<file path="src/rtl/pipeline_hazard_controller.sv">
// Stall/flush arbiter for the dual-issue 5-stage pipeline.
// Drives per-stage register enables and bubble-insert controls from hazard,
// memory, branch and exception requests. Tracks the post-exception drain, a
// stall-length deadlock watchdog and optional performance counters.
// Optional build macro: HAZARD_PERF_CNT_EN (enables stall_cycles/flush_count).
module pipeline_hazard_controller #(
    parameter int unsigned STALL_TIMEOUT = 16,
    parameter int unsigned FLUSH_CYCLES  = 2,
    parameter int unsigned CNT_W         = 32
) (
    input  logic             clk,
    input  logic             reset,
    input  logic             id_stall_req,
    input  logic             ex_stall_req,
    input  logic             mem_busy,
    input  logic             branch_redirect,
    input  logic             exception_req,
    output logic             pc_en,
    output logic             if_id_en,
    output logic             id_ex_en,
    output logic             ex_mem_en,
    output logic             mem_wb_en,
    output logic             if_id_flush,
    output logic             id_ex_flush,
    output logic             ex_mem_flush,
    output logic [1:0]       ctrl_state,
    output logic [CNT_W-1:0] stall_cycles,
    output logic [CNT_W-1:0] flush_count,
    output logic             deadlock_err
);

    localparam int unsigned RUN_W = $clog2(STALL_TIMEOUT + 1);
    localparam int unsigned FC_W  = (FLUSH_CYCLES > 1) ? $clog2(FLUSH_CYCLES) : 1;
    localparam logic [RUN_W-1:0] RUN_MAX = RUN_W'(STALL_TIMEOUT);
    localparam logic [FC_W-1:0]  FC_INIT = FC_W'(FLUSH_CYCLES - 1);

    typedef enum logic [1:0] {
        ST_RUN   = 2'd0,
        ST_STALL = 2'd1,
        ST_FLUSH = 2'd2
    } state_e;

    state_e           state_q, state_d;
    logic [FC_W-1:0]  fcnt_q, fcnt_d;
    logic [RUN_W-1:0] run_q, run_d;
    logic             err_q, err_d;
    logic             flush_evt;

    // Control state, flush drain counter and watchdog registers
    always_ff @(posedge clk) begin
        if (reset) begin
            state_q <= ST_RUN;
            fcnt_q  <= '0;
            run_q   <= '0;
            err_q   <= 1'b0;
        end else begin
            state_q <= state_d;
            fcnt_q  <= fcnt_d;
            run_q   <= run_d;
            err_q   <= err_d;
        end
    end

    // Priority arbitration: enables, flushes, reported state and next state
    always_comb begin
        pc_en        = 1'b1;
        if_id_en     = 1'b1;
        id_ex_en     = 1'b1;
        ex_mem_en    = 1'b1;
        mem_wb_en    = 1'b1;
        if_id_flush  = 1'b0;
        id_ex_flush  = 1'b0;
        ex_mem_flush = 1'b0;
        ctrl_state   = ST_RUN;
        state_d      = ST_RUN;
        fcnt_d       = fcnt_q;
        flush_evt    = 1'b0;

        if (reset) begin
            if_id_flush  = 1'b1;
            id_ex_flush  = 1'b1;
            ex_mem_flush = 1'b1;
        end else if (mem_busy) begin
            pc_en      = 1'b0;
            if_id_en   = 1'b0;
            id_ex_en   = 1'b0;
            ex_mem_en  = 1'b0;
            mem_wb_en  = 1'b0;
            // Frozen: keep an in-progress drain exactly where it is
            if (state_q == ST_FLUSH) begin
                ctrl_state = ST_FLUSH;
                state_d    = ST_FLUSH;
            end else begin
                ctrl_state = ST_STALL;
                state_d    = ST_STALL;
            end
        end else if (exception_req) begin
            if_id_flush  = 1'b1;
            id_ex_flush  = 1'b1;
            ex_mem_flush = 1'b1;
            ctrl_state   = (state_q == ST_FLUSH) ? ST_FLUSH : ST_RUN;
            state_d      = ST_FLUSH;
            fcnt_d       = FC_INIT;
            flush_evt    = 1'b1;
        end else if (state_q == ST_FLUSH) begin
            if_id_flush = 1'b1;
            id_ex_flush = 1'b1;
            ctrl_state  = ST_FLUSH;
            if (fcnt_q == '0) begin
                state_d = ST_RUN;
            end else begin
                state_d = ST_FLUSH;
                fcnt_d  = fcnt_q - FC_W'(1);
            end
        end else if (ex_stall_req) begin
            pc_en        = 1'b0;
            if_id_en     = 1'b0;
            id_ex_en     = 1'b0;
            ex_mem_flush = 1'b1;
            ctrl_state   = ST_STALL;
            state_d      = ST_STALL;
        end else if (branch_redirect) begin
            if_id_flush = 1'b1;
            id_ex_flush = 1'b1;
            flush_evt   = 1'b1;
        end else if (id_stall_req) begin
            pc_en       = 1'b0;
            if_id_en    = 1'b0;
            id_ex_flush = 1'b1;
            ctrl_state  = ST_STALL;
            state_d     = ST_STALL;
        end
    end

    // Watchdog: saturating run length of consecutive frozen-PC cycles
    always_comb begin
        run_d = run_q;
        err_d = err_q;
        if (pc_en) begin
            run_d = '0;
        end else if (run_q != RUN_MAX) begin
            run_d = run_q + RUN_W'(1);
        end
        if (run_d == RUN_MAX) begin
            err_d = 1'b1;
        end
    end

    assign deadlock_err = err_q;

`ifdef HAZARD_PERF_CNT_EN
    logic [CNT_W-1:0] stall_cycles_q;
    logic [CNT_W-1:0] flush_count_q;

    // Free-running performance counters, wrapping modulo 2^CNT_W
    always_ff @(posedge clk) begin
        if (reset) begin
            stall_cycles_q <= '0;
            flush_count_q  <= '0;
        end else begin
            if (!pc_en) begin
                stall_cycles_q <= stall_cycles_q + CNT_W'(1);
            end
            if (flush_evt) begin
                flush_count_q <= flush_count_q + CNT_W'(1);
            end
        end
    end

    assign stall_cycles = stall_cycles_q;
    assign flush_count  = flush_count_q;
`else
    logic unused_flush_evt;
    assign unused_flush_evt = flush_evt;
    assign stall_cycles     = '0;
    assign flush_count      = '0;
`endif

endmodule

</file>
<file path="config.mk">
export PLATFORM = sky130hd
export DESIGN_NAME = pipeline_hazard_controller
export DESIGN_NICKNAME = d
export VERILOG_FILES = /design/src/rtl/pipeline_hazard_controller.sv
export SDC_FILE = /design/constraint.sdc
export NUM_CORES = 1
export LEC_CHECK = 0
export CORE_MARGIN = 1.5
export CORE_UTILIZATION = 34
export CTS_BUF_LIST = sky130_fd_sc_hd__clkbuf_4
export DETAILED_ROUTE_END_ITERATION = 16
export PLACE_DENSITY_LB_ADDON = 0.25
export SYNTH_ARGS = -nofsm -noshare
export SYNTH_HDL_FRONTEND = slang
export SYNTH_SLANG_ARGS = --single-unit
</file>
<file path="constraint.sdc">
create_clock -name clk -period 1.6 [get_ports clk]
set_input_delay 0.24 -clock clk [delete_from_list [all_inputs] [get_ports clk]]
set_output_delay 0.24 -clock clk [all_outputs]
set_load 0.1 [all_outputs]
</file>
==> notes.md, run 1 <==
impl run done, here's what came out: Skew-Pair Late Insertion Delay=0.26 ns, Final Skew=0.00392 ns, Synth Instances=126, IO Port Bufs=17, Yosys top cell by area=buf_4, Top cells by area=buf_4 50%, dfxtp_1 18%, nor2_1 3.7%, ha_1 2.5%, nand2b_1 2.5%, crit path DRT=1.36 ns, clk sink count=9, drt total wl=1.64 mm, Setup crit end kind=output pin, Clk network pwr share=13.5%, Worst setup SP type=flop, DR WL met3=121 um, dpl ws=-0.235 ns, root buffer cell=clkbuf_4, global-route wire length before repair=2.77 mm, Die ar.=0.00329 mm^2, Final setup viols=6, Seq group=0.000240 W, CP max stage cell=dfxtp_2, pwr/cell area=1090 mW/mm^2, hold depth=3, failing checks=setup timing, Setup WS post-layout=-0.160 ns, Critical path buffers and inverters=2, Synth top cell by count=buf_4, status=finished, violations left, number of enable flip-flop cells=0, mapped cell area=0.00100 mm^2, clk slew on worst S/H paths=0.06 ns, share of layout cells above drive strength 1=30.8%, biggest regs=run_q x5, state_q x2, Largest stage delay, worst path=0.32 ns, largest net degree at the start of global routing=8, syn avg cell area=7.96 um^2, Switching Share=65.6%, ANT cells=0, Max Cap Viol=0, dpl hpwl=1.33 mm, Initial DRT Pass Iterations=4, RSZ-0062 raised after global routing=yes, hold path start=reset, Worst path depth=6, heaviest power group=combinational logic, main flop type=dfxtp_1, Leakage Power=0.686 nW, Internal Power=0.000492 W, Fmax=0.568 GHz, r2r setup slk=0.09 ns, GRT Overall Usage=10.7%, DIE WIDTH=57.3 um, H-tree depth=1, Top Ports=82, post-synth cell types=27, crit path cell chain=and2b_2 -> a211oi_2 -> buf_4 -> o21bai_4 -> a21o_1 -> buf_12, #FFs+latches synth=9, Layout area overhead=30.0%, Net count, final=166, number of global-route vias before repair=593, Final Wtd Congestion=0.712, Sequential Power Share=16.8%, critical path arrival=1.52 ns, Synth async-reset ratio=0%, yosys cell count=126, P_clk=0.000192 W, die height=57.3 um, YS warnings=0, Max Slew Vio Count=0, Iteration-0 DRC Markers=2
[run 1: layer usage]
layer / GRT usage [%] / up-vias
met4: 3.99 / 0
li1: - / 325
met1: 13.0 / 308
met2: 19.0 / 44
met5: 0 / -
met3: 1.59 / 2
[run 1: stage by stage]
stage / TNS [ns] / power (W) / cells / cell area (um^2) / util [%]
detailed placement: -0.896 / 0.00122 / 178 / 1180 / 42.6
floorplan: -1.14 / 0.00122 / 189 / 1310 / -
CTS: -0.410 / 0.00143 / 185 / 1280 / 45.9
global route: -1.11 / 0.00147 / 187 / 1310 / 46.9
finish: -0.745 / 0.00143 / 187 / 1310 / 46.9
global placement: -0.775 / 0.00121 / 178 / 1180 / 42.6
[run 1: layout by cell type, fill, tap and decap left out, types with 3 or more instances in the layout]
master and count:
conb_1 64, buf_12 12, buf_4 11, nor2_1 8
dfxtp_1 7, inv_1 5, clkbuf_4 4, a21oi_1 3
dlymetal6s2s_1 3
[run 1: area by class of cell]
| type | instances | area [um^2] |
|---|---|---|
| fill | 262 | 1480 |
| inverter | 5 | 18.8 |
| sequential | 9 | 183 |
| clock buffer | 4 | 30.0 |
| tap | 31 | 38.8 |
| timing repair buffer | 31 | 427 |
| multi-input combinational | 107 | 608 |
[run 1: what timing repair did]
item	CTS	global route
endpoints found under the setup margin	6	8
pin swaps	4	1
gates resized	8	5
setup buffers	3	2
endpoints found under the hold margin	0	0
[run 1: tightest hold or removal path, cell delays in order]
cell	delay [ns]
dlymetal6s2s_1	0.19
buf_4	0.20
a21oi_1	0.04
[run 1: cells by family (layout without fill, tap and decap cells)]
logic type,after synthesis,in the layout,synth area share [%]
simple gates,24,24,13.3
other cells,1,64,0.374
xor+xnor,3,3,3.37
buf+inv,73,40,52.4
compound gates,14,14,10.1
flops,9,9,18.0
fa+ha+maj,2,2,2.49
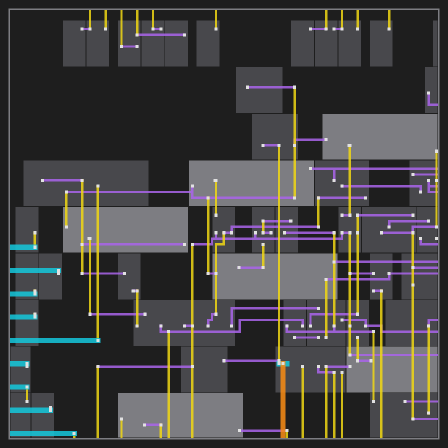
*Zoomed window, run 1*
Window x 2 to 27, y 30 to 55 um. Cells in gray, sequential cells in the stronger gray; small squares are vias.
[cyan] M3
[yellow] M2
[orange] M4
[purple] M1
sequential cells in the window: 6
cells with their middle in the window: 44
most frequent: conb_1 (17), nor2_1 (6), dfxtp_1 (5)
netlist names of flops here include: run_q (4)

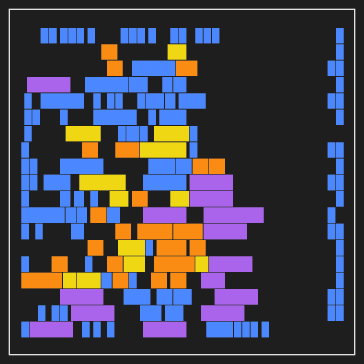
*Sizing map, run 1*
Scale: 6 px per um.
[purple] x6 and larger | cells: 14 | share: 9.0%
[orange] x3 and x4 | cells: 22 | share: 14%
[blue] x1 and smaller | cells: 108 | share: 69%
[yellow] x2 | cells: 12 | share: 7.7%

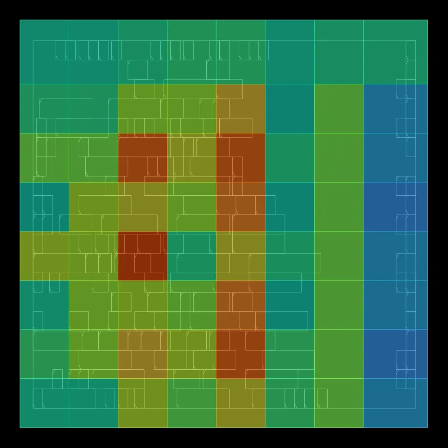
*Track usage over the die, run 1*
fin util: 46.9%
global routing usage on met1: 13.0%

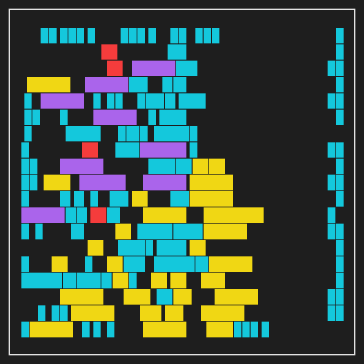
*Placed cells, one color a class, run 1*
Scale: 6 px per um.
[cyan] remaining logic cells | cells: 112 | share of their area: 50%
[purple] registers | cells: 9 | share of their area: 14%
[yellow] remaining buffers and delay cells | cells: 31 | share of their area: 34%
[red] clock drivers and dummy loads | cells: 4 | share of their area: 2.4%

### Met1 routing, run 1

Scale: 8 px per um.
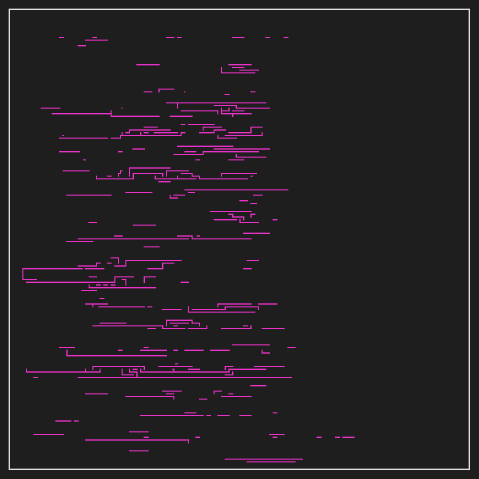

--- run 2 (diff from run 1) ---
Settings changed: CORE_UTILIZATION 34 to 30.
Clock period 1.6 ns to 1.5 ns, I/O delays scaled along.
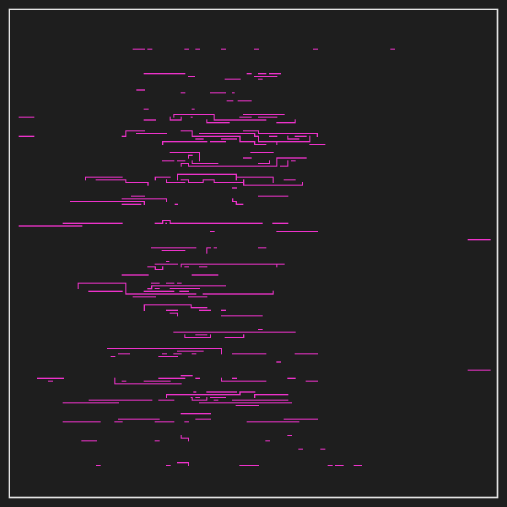
*Met1 routing, run 2*
Scale: 8 px per um.
wire length on this layer: 576 um
nets with wire on the layer: 107
longest straight run: 15.2 um
Vias: 672
drt total wl: 1.57 mm

==> run 2 against run 1 <==
The run still ends with setup timing left. Final area rose by 0.19%. First-iteration DRC count stayed put. Synthesized cell count did not move. Combinational power increased by 6%. Total power up 6.9%. Highest routed layer unchanged.
==> notes.md, run 2 <==
impl run done, here's what came out: status=finished, violations left (unchanged), failing checks=setup timing (unchanged), Worst setup SP type=flop (unchanged), Die ar.=0.00370 mm^2 (was 0.00329 mm^2), main flop type=dfxtp_1 (unchanged), Switching Share=65.7% (was 65.6%), Layout area overhead=30.3% (was 30.0%), Synth top cell by count=buf_4 (unchanged), ANT cells=0 (unchanged), crit path DRT=1.27 ns (was 1.36 ns), Net count, final=165 (was 166), Critical path buffers and inverters=3 (was 2), clk slew on worst S/H paths=0.06 ns (about the same), biggest regs=run_q x5, state_q x2 (unchanged), Max Slew Vio Count=0 (unchanged), Initial DRT Pass Iterations=3 (was 4), heaviest power group=combinational logic (unchanged), IO Port Bufs=17 (unchanged), Design Area, Final=0.00131 mm^2 (about the same), crit path cell chain=and2b_2 -> buf_4 -> nor2_2 -> o21ai_4 -> buf_12 -> buf_12 (was and2b_2 -> a211oi_2 -> buf_4 -> o21bai_4 -> a21o_1 -> buf_12), Power Total=0.00153 W (was 0.00143 W), root buffer cell=clkbuf_4 (unchanged), Largest stage delay, worst path=0.30 ns (was 0.32 ns), Fmax=0.579 GHz, most numerous logic cells after layout=64 x conb_1, 11 x buf_12, 11 x buf_4 (was 64 x conb_1, 12 x buf_12, 11 x buf_4), Skew-Pair Late Insertion Delay=0.26 ns (about the same), r2r setup slk=-0.03 ns (was 0.09 ns), critical path arrival=1.50 ns (was 1.52 ns), share of layout cells above drive strength 1=29.7% (was 30.8%), Iteration-0 DRC Markers=2 (unchanged), Layout fillers=315 (was 262), dpl ws=-0.299 ns (was -0.235 ns), Final Wtd Congestion=0.696 (was 0.712), Final setup viols=8 (was 6), P_clk=0.000209 W (was 0.000192 W), GRT Overall Usage=8.80% (was 10.7%), Setup crit end kind=output pin (unchanged), setup TNS=-1.18 ns (was -0.745 ns), Setup WS post-layout=-0.227 ns (was -0.160 ns), post-synth cell types=27 (unchanged), Flop area=180 um^2 (was 183 um^2), TritonCTS clock tree=built (unchanged), Internal Power=0.000524 W (was 0.000492 W), #FFs+latches synth=9 (unchanged), DIE WIDTH=60.8 um (was 57.3 um), Top cells by area=buf_4 50%, dfxtp_1 18%, nor2_1 3.7%, ha_1 2.5%, nand2b_1 2.5% (unchanged), global-route wire length before repair=2.41 mm (was 2.77 mm), Non-Filler Instances=199 (was 187), maximum VDD drop=431 uV (was 629 uV), Synth async-reset ratio=0% (unchanged), mapped cell area=0.00100 mm^2 (unchanged), Clk network pwr share=13.7% (was 13.5%), pwr/cell area=1170 mW/mm^2 (was 1090 mW/mm^2), syn avg cell area=7.96 um^2 (unchanged), number of enable flip-flop cells=0 (unchanged), MI comb area=624 um^2 (was 608 um^2), number of global-route vias before repair=547 (was 593), Yosys top cell by area=buf_4 (unchanged), Leakage Power=0.645 nW (was 0.686 nW), Top Ports=82 (unchanged), most instantiated cells after synthesis=67 x buf_4, 10 x nor2_1, 9 x dfxtp_1 (unchanged), dpl hpwl=1.36 mm (was 1.33 mm), clk sink count=9 (unchanged), Seq group=0.000254 W (was 0.000240 W)
## run 2: worst min-delay path by stage
stage | start | end | slack, ns | depth (start not counted)
after floorplan | exception_req | fcnt_q$_SDFFE_PP0P_ | 0.40 | 2
after global placement | fcnt_q$_SDFFE_PP0P_ | fcnt_q$_SDFFE_PP0P_ | 0.46 | 2
after detailed placement | fcnt_q$_SDFFE_PP0P_ | fcnt_q$_SDFFE_PP0P_ | 0.47 | 2
after CTS | fcnt_q$_SDFFE_PP0P_ | fcnt_q$_SDFFE_PP0P_ | 0.48 | 2
after global routing | fcnt_q$_SDFFE_PP0P_ | fcnt_q$_SDFFE_PP0P_ | 0.51 | 2
final | fcnt_q$_SDFFE_PP0P_ | fcnt_q$_SDFFE_PP0P_ | 0.48 | 2
## run 2: layout make-up
cell class	count	area share, %
multi-input combinational	107	47.8
tap	44	4.21
clock buffer	4	2.30
sequential	9	13.8
inverter	5	1.44
timing repair buffer	30	30.5
## run 2: kinds of logic after synthesis
group                      count (synthesis)  synth area share, %
buffers and inverters                     73                 52.4
and+or+nand+nor                           24                 13.3
AOI/OAI and AO/OA                         14                 10.1
DFF                                        9                 18.0
xor gates and xnor gates                   3                 3.37
adders and majority gates                  2                 2.49
other                                      1                0.374
## run 2: per-layer routing
| layer | up-vias | track usage, % | wire, um |
|---|---|---|---|
| li1 | 328 | - | - |
| met3 | 4 | 1.28 | 97 |
| met1 | 298 | 9.71 | 576 |
| met4 | 0 | 4.66 | 38 |
| met5 | - | 0 | 0 |
| met2 | 42 | 16.1 | 862 |
## run 2: what timing repair did
| action | 4_1_cts | 5_1_grt |
|---|---|---|
| setup endpoints to repair | 9 | 8 |
| gates resized | 6 | 2 |
| setup buffers | 1 | 0 |
| hold buffers | 0 | 0 |
| pin swaps | 3 | 0 |
--- run 3 (diff from run 2) ---
Settings changed: CAP_MARGIN from default to 20.
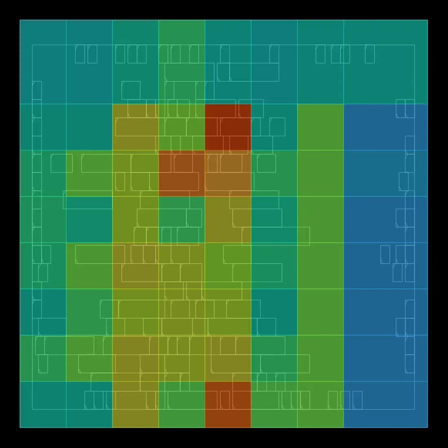
*Track usage over the die, run 3*
grt met3 use: 1.28%
GR Util met2: 16.1%
busiest grt layer: met2

==> run 3 against run 2 <==
The flow still finishes with violations (setup timing). Wire length is the same. Clock power is essentially flat. Final area is the same. Register-to-register slack is essentially flat. Sequential share of layout area is the same. Total power is the same.
==> notes.md, run 3 <==
impl run done, here's what came out: heaviest power group=combinational logic (unchanged), clk slew on worst S/H paths=0.06 ns (about the same), DIE WIDTH=60.8 um (unchanged), status=finished, violations left (unchanged), Internal Power=0.000524 W (unchanged), clk sink count=9 (unchanged), Critical path buffers and inverters=3 (unchanged), Layout area overhead=30.3% (unchanged), fin util=42.1% (unchanged), hold depth=2 (unchanged), global-route wire length before repair=2.41 mm (unchanged), #FFs+latches synth=9 (unchanged), Max Slew Vio Count=0 (unchanged), critical path arrival=1.50 ns (about the same), share of layout cells above drive strength 1=29.7% (unchanged), Top cells by area=buf_4 50%, dfxtp_1 18%, nor2_1 3.7%, ha_1 2.5%, nand2b_1 2.5% (unchanged), main flop type=dfxtp_1 (unchanged), most frequent logic cell in the layout=conb_1 (unchanged), Net count, final=165 (unchanged), TritonCTS clock tree=built (unchanged), Die ar.=0.00370 mm^2 (unchanged), Fmax=0.579 GHz (unchanged), maximum VDD drop=431 uV (unchanged), Final setup viols=8 (unchanged), dpl ws=-0.299 ns (unchanged), Leakage Power=0.645 nW (unchanged), die height=60.8 um (unchanged), crit path DRT=1.27 ns (about the same), most instantiated cells after synthesis=67 x buf_4, 10 x nor2_1, 9 x dfxtp_1 (unchanged), Final Skew=0.00422 ns (unchanged), largest net degree at the start of global routing=9 (unchanged), biggest regs=run_q x5, state_q x2 (unchanged), setup TNS=-1.18 ns (unchanged), H-tree depth=1 (unchanged), Setup WS post-layout=-0.227 ns (unchanged), drt total wl=1.57 mm (unchanged), Seq group=0.000254 W (about the same), root buffer cell=clkbuf_4 (unchanged), yosys cell count=126 (unchanged), Synth top cell by count=buf_4 (unchanged), Iteration-0 DRC Markers=2 (unchanged), DP Area=0.00124 mm^2 (unchanged), CP max stage cell=dfxtp_1 (unchanged), GRT Overall Usage=8.80% (unchanged), failing checks=setup timing (unchanged), number of enable flip-flop cells=0 (unchanged), Vias=672 (unchanged)
[run 3: path summary, 6_finish.rpt]
path	from	to	slack [ns]
worst max-delay path	state_q[0]$_SDFF_PP0_	if_id_en	-0.23
worst min-delay path	fcnt_q$_SDFFE_PP0P_	fcnt_q$_SDFFE_PP0P_	0.48
worst max register to register	state_q[0]$_SDFF_PP0_	deadlock_err$_SDFFE_PP0N_	-0.03
worst min register to register	fcnt_q$_SDFFE_PP0P_	fcnt_q$_SDFFE_PP0P_	0.48
[run 3: cell type report]
cell class	count	area (um^2)
sequential	9	180
fill	315	1800
multi-input combinational	107	624
timing repair buffer	30	399
inverter	5	18.8
clock buffer	4	30.0
tap	44	55.1
[run 3: cell families (layout without fill, tap and decap cells)]
| logic type | after synthesis | in the layout | synth area share (%) |
|---|---|---|---|
| xor gates and xnor gates | 3 | 3 | 3.37 |
| AOI/OAI and AO/OA | 14 | 14 | 10.1 |
| DFF | 9 | 9 | 18.0 |
| buffers and inverters | 73 | 39 | 52.4 |
| and+or+nand+nor | 24 | 24 | 13.3 |
| adders and majority gates | 2 | 2 | 2.49 |
| other | 1 | 64 | 0.374 |
[run 3: metal layers]
layer / vias to the layer above / track usage, % / wire length, um
met5: - / 0 / 0
met4: 0 / 4.66 / 38
met3: 4 / 1.28 / 97
met2: 42 / 16.1 / 862
met1: 298 / 9.71 / 576
li1: 328 / - / -
[run 3: metrics by stage]
stage,hold WS [ns],cells,power (W)
2_1_floorplan,0.398,189,0.00130
3_3_place_gp,0.461,194,0.00131
3_5_place_dp,0.474,194,0.00131
4_1_cts,0.481,199,0.00153
5_1_grt,0.510,199,0.00157
6_report,0.478,199,0.00153
[run 3: repair_timing]
action                                  4_1_cts  5_1_grt
pin swaps                                     3        0
setup buffers                                 1        0
endpoints found under the setup margin        9        8
gates resized                                 6        2
Power is estimated from default activity; no workload was simulated.
